File: src/rtl/fetch_ras_unit.sv
// Fetch program counter with a hardware return-address stack.
// Ops: NOP, INC, CALL, RET, JUMP; sticky overflow/underflow flags.
module fetch_ras_unit #(
  parameter int PC_WIDTH = 16,
  parameter int RAS_DEPTH = 8,
  parameter logic [PC_WIDTH-1:0] RESET_PC = '0,
  parameter bit OVERFLOW_WRAP = 1'b1
) (
  input  logic                         clk,
  input  logic                         rst,
  input  logic [2:0]                   op_i,
  input  logic [1:0]                   step_i,
  input  logic [PC_WIDTH-1:0]          target_i,
  input  logic                         clear_flags_i,
  output logic [PC_WIDTH-1:0]          pc_o,
  output logic [PC_WIDTH-1:0]          top_o,
  output logic [$clog2(RAS_DEPTH):0]   ras_count_o,
  output logic                         ras_overflow_o,
  output logic                         ras_underflow_o
);

  localparam int HW = $clog2(RAS_DEPTH);
  localparam int CW = HW + 1;

  localparam logic [2:0] OP_INC  = 3'd1;
  localparam logic [2:0] OP_CALL = 3'd2;
  localparam logic [2:0] OP_RET  = 3'd3;
  localparam logic [2:0] OP_JUMP = 3'd4;

  logic [PC_WIDTH-1:0] ras [RAS_DEPTH];
  logic [PC_WIDTH-1:0] pc, pc_n, ra;
  logic [HW-1:0]       head, head_n, top_idx;
  logic [CW-1:0]       count, count_n;
  logic                ovf, unf;
  logic                ovf_set, unf_set;
  logic                we;
  logic                full, empty;

  assign ra      = pc + PC_WIDTH'(step_i);
  assign top_idx = head - HW'(1);
  assign full    = (count == CW'(RAS_DEPTH));
  assign empty   = (count == '0);

  // Decode the op into next PC, stack pointer moves and flag events
  always_comb begin
    pc_n    = pc;
    head_n  = head;
    count_n = count;
    we      = 1'b0;
    ovf_set = 1'b0;
    unf_set = 1'b0;
    case (op_i)
      OP_INC:  pc_n = ra;
      OP_JUMP: pc_n = target_i;
      OP_CALL: begin
        pc_n = target_i;
        if (!full) begin
          we      = 1'b1;
          head_n  = head + HW'(1);
          count_n = count + CW'(1);
        end else begin
          ovf_set = 1'b1;
          if (OVERFLOW_WRAP) begin
            we     = 1'b1;
            head_n = head + HW'(1);
          end
        end
      end
      OP_RET: begin
        if (!empty) begin
          pc_n    = ras[top_idx];
          head_n  = top_idx;
          count_n = count - CW'(1);
        end else begin
          unf_set = 1'b1;
        end
      end
      default: ;
    endcase
  end

  // PC, pointers and sticky flags; a set event beats a clear
  always_ff @(posedge clk) begin
    if (rst) begin
      pc    <= RESET_PC;
      head  <= '0;
      count <= '0;
      ovf   <= 1'b0;
      unf   <= 1'b0;
    end else begin
      pc    <= pc_n;
      head  <= head_n;
      count <= count_n;
      ovf   <= ovf_set | (ovf & ~clear_flags_i);
      unf   <= unf_set | (unf & ~clear_flags_i);
    end
  end

  // Stack storage: one write per cycle, never cleared
  always_ff @(posedge clk) begin
    if (!rst && we) begin
      ras[head] <= ra;
    end
  end

  assign pc_o            = pc;
  assign top_o           = empty ? '0 : ras[top_idx];
  assign ras_count_o     = count;
  assign ras_overflow_o  = ovf;
  assign ras_underflow_o = unf;

endmodule

File: config.mk
export PLATFORM = sky130hd
export DESIGN_NAME = fetch_ras_unit
export DESIGN_NICKNAME = d
export VERILOG_FILES = /design/src/rtl/fetch_ras_unit.sv
export SDC_FILE = /design/constraint.sdc
export NUM_CORES = 1
export LEC_CHECK = 0
export CAP_MARGIN = 10
export CORE_AREA = 2 2 142 144
export DETAILED_ROUTE_END_ITERATION = 16
export DIE_AREA = 0 0 144 146
export SYNTH_ARGS = -nofsm -noshare
export SYNTH_HDL_FRONTEND = slang
export SYNTH_SLANG_ARGS = --single-unit
File: constraint.sdc
create_clock -name clk -period 3.11 [get_ports clk]
set_input_delay 0.4665 -clock clk [delete_from_list [all_inputs] [get_ports clk]]
set_output_delay 0.4665 -clock clk [all_outputs]
set_load 0.01 [all_outputs]
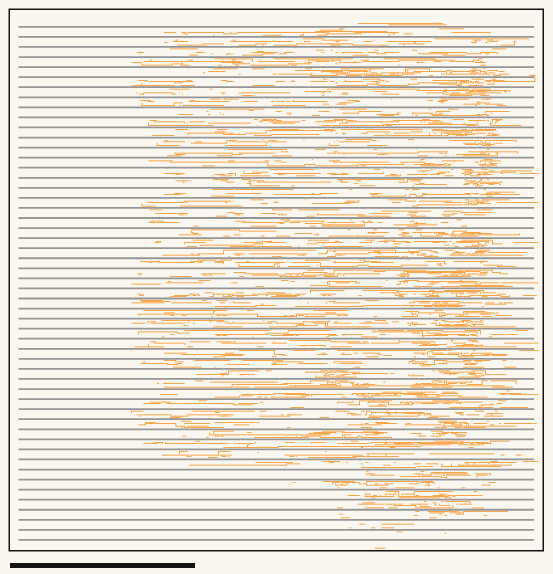
Figure 1: metal 1.
The bar under the picture is 50 um long. Supply wires on this layer in grey.
share of all routed wire: 43%
longest straight run: 38.6 um
wire length on this layer: 7340 um
main direction: horizontal
global-route track usage on met1: 22.8%
vias post-DR: 4438
final routed wirelength across all metal layers: 17200 um

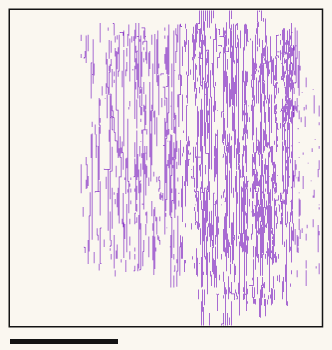
Figure 2: metal 2.
The bar under the picture is 50 um long.
main direction: vertical
share of all routed wire: 50%
met2 demand-to-capacity share in global routing: 28.1%

==> ds_physical_params.txt <==
Implementation parameters

Parameter                              Value

Run status
  Status    complete, no violations

Power
  Static leakage    3.01 nW
  Power density cells    607 nW/um^2
  Max VDD drop    0.290 mV
  Power dissipated in the clock network    2.12 mW
  Seq pwr share    43.9%
  Top Consumer    sequential cells
  P_int    4.01 mW
  Share of power burned in combinational logic    16.5%

Logic synthesis
  Net count after synthesis    522
  Commonest cells post-synth    128 x edfxtp_1, 68 x nor2_1, 32 x mux4_2
  Top post-synthesis cells by area    edfxtp_1 56%, mux4_2 10%, dfxtp_1 7.2%
  Share of flip-flops with an asynchronous set or reset after synthesis    0%
  Post-Syn Area    6930 sq um
  Dominant register cell in the synthesized netlist    edfxtp_1
  Library cell with the largest summed area after synthesis    edfxtp_1
  Area reported by Yosys stat    6930 sq um
  Most repeated cell in the gate-level netlist after synthesis    edfxtp_1
  Cell count in the Yosys report    490
  Unique cell type count in the Yosys netlist    56
  Share of the yosys chip area belonging to registers    62.7%
  Yosys warns    0

Timing
  Peak Freq    330 MHz
  Final tally of max-slew violations    0
  Time the final worst path needs with I/O delays and setup    3.03 ns
  Cycle use final    97.4%
  Worst Skew    0.0151 ns

Clocking
  H-Tree Depth    4
  TritonCTS buffer count    17
  Cell resize tally after clock tree synthesis    21
  Clk latency late pin    0.42 ns
  Clock tree from TritonCTS    built

GRT
  Antenna violations before repair    0
  Number of global-route vias before repair    4717
  First-pass GRT wire length    26900 um
  Maximum number of pins on one net before global-route repair    36

Cells and area
  Core occupancy in the finished layout    45.7%
  Share of post-route cells with drive strength above 1    22.7%
  Most common logic cells in the final layout    128 x edfxtp_1, 68 x nor2_1, 52 x clkdlybuf4s50_1
  Fill cell total of the finished layout    1716

Placement
  Final estimated routing congestion in global placement    0.841
  Placed wire-length estimate after detailed placement    11600 um

Critical path
  Maximum net fanout on the critical path    16
  Crit path largest cell delay    0.49 ns
  Crit path max-delay family    buffers and inverters

Route
  Antenna Violating Nets Remaining    0
  Vias per cell    5.14

Die
  Overall die area    21000 sq um
  Pre-Place Util    35.8%
  Num rows    51
  Number of top-level design ports    62
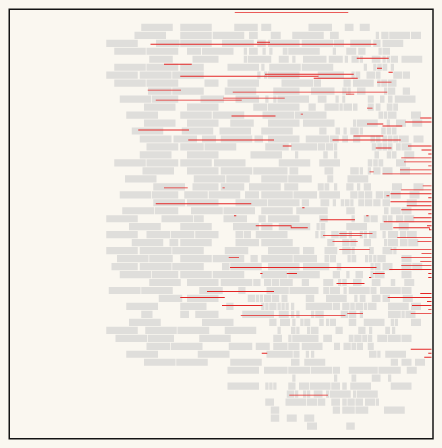
Figure 3: signal wires on met3.
Cells faint in the background.
wire length on this layer: 1040 um
main direction: horizontal
longest straight run: 76.8 um
share of all routed wire: 6.0%
nets with wire on the layer: 77
met3 Usage GRT: 3.26%

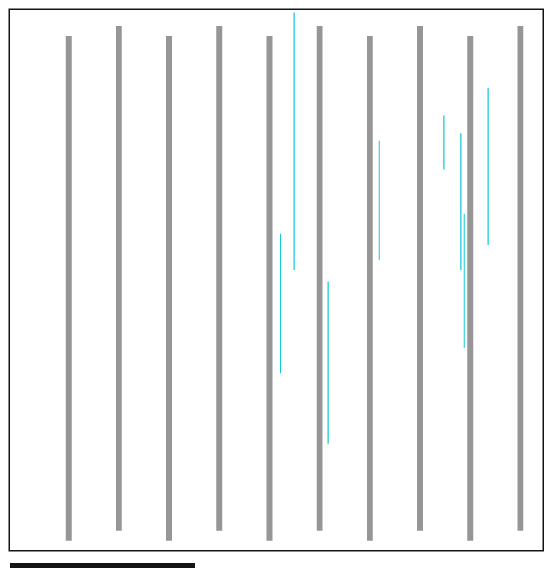
Figure 4: met4 routing.
The bar under the picture is 50 um long. Supply wires on this layer in grey.
share of all routed wire: 1.8%
wire length on this layer: 311 um
nets with wire on the layer: 8
longest straight run: 69.4 um
main direction: vertical

[kinds of logic (layout without fill, tap and decap cells)]
logic type / count (synthesis) / in the layout / synth area share (%)
simple gates: 154 / 154 / 10.4
flops: 153 / 153 / 62.7
compound gates: 67 / 67 / 6.81
mux: 50 / 50 / 13.0
buf+inv: 39 / 148 / 2.75
xor+xnor: 19 / 19 / 2.67
fa+ha+maj: 8 / 8 / 1.66
[routing by layer]
metal | GRT usage [%] | vias to the layer above | share of wire, %
met3 | 3.26 | 19 | 6.0
met1 | 22.8 | 2207 | 43
li1 | - | 2065 | -
met5 | 0 | - | 0
met2 | 28.1 | 147 | 50
met4 | 6.72 | 0 | 1.8
[through the flow]
step / std cells / TNS [ns] / instance area (sq um) / setup WS (ns)
floorplan: 490 / 0 / 6930 / 0.288
finish: 864 / 0 / 8840 / 0.0798
global placement: 830 / 0 / 8080 / 0.133
detailed placement: 830 / 0 / 8080 / 0.128
global route: 864 / -0.0166 / 8840 / -0.00838
CTS: 864 / 0 / 8780 / 0.0248
[cell type report]
cell class	count	area, sq um	share of cell area, %
repair buffers	106	995	11.3
inverters	11	41.3	0.467
flip-flops and latches	153	4350	49.2
clock buffers	17	425	4.81
well taps	265	332	3.75
clock inverters	14	186	2.11
multi-input cells	298	2510	28.4
[registers in the layout (all words and copies together) (netlist names)]
signal / flops
pc_o: 16
ras_count_o: 4
ras_underflow_o: 1
head: 3
ras_overflow_o: 1
ras: 128
[worst paths after layout]
path             startpoint             end  slack [ns]  depth (start not counted)
max                 head[1]        top_o[2]        0.08                          7
min          ras_overflow_o  ras_overflow_o        0.49                          2
max reg2reg         pc_o[0]         pc_o[6]        0.64                          8
min reg2reg  ras_overflow_o  ras_overflow_o        0.49                          2
Power figures rest on the tool's default switching activity, not on a simulated workload.
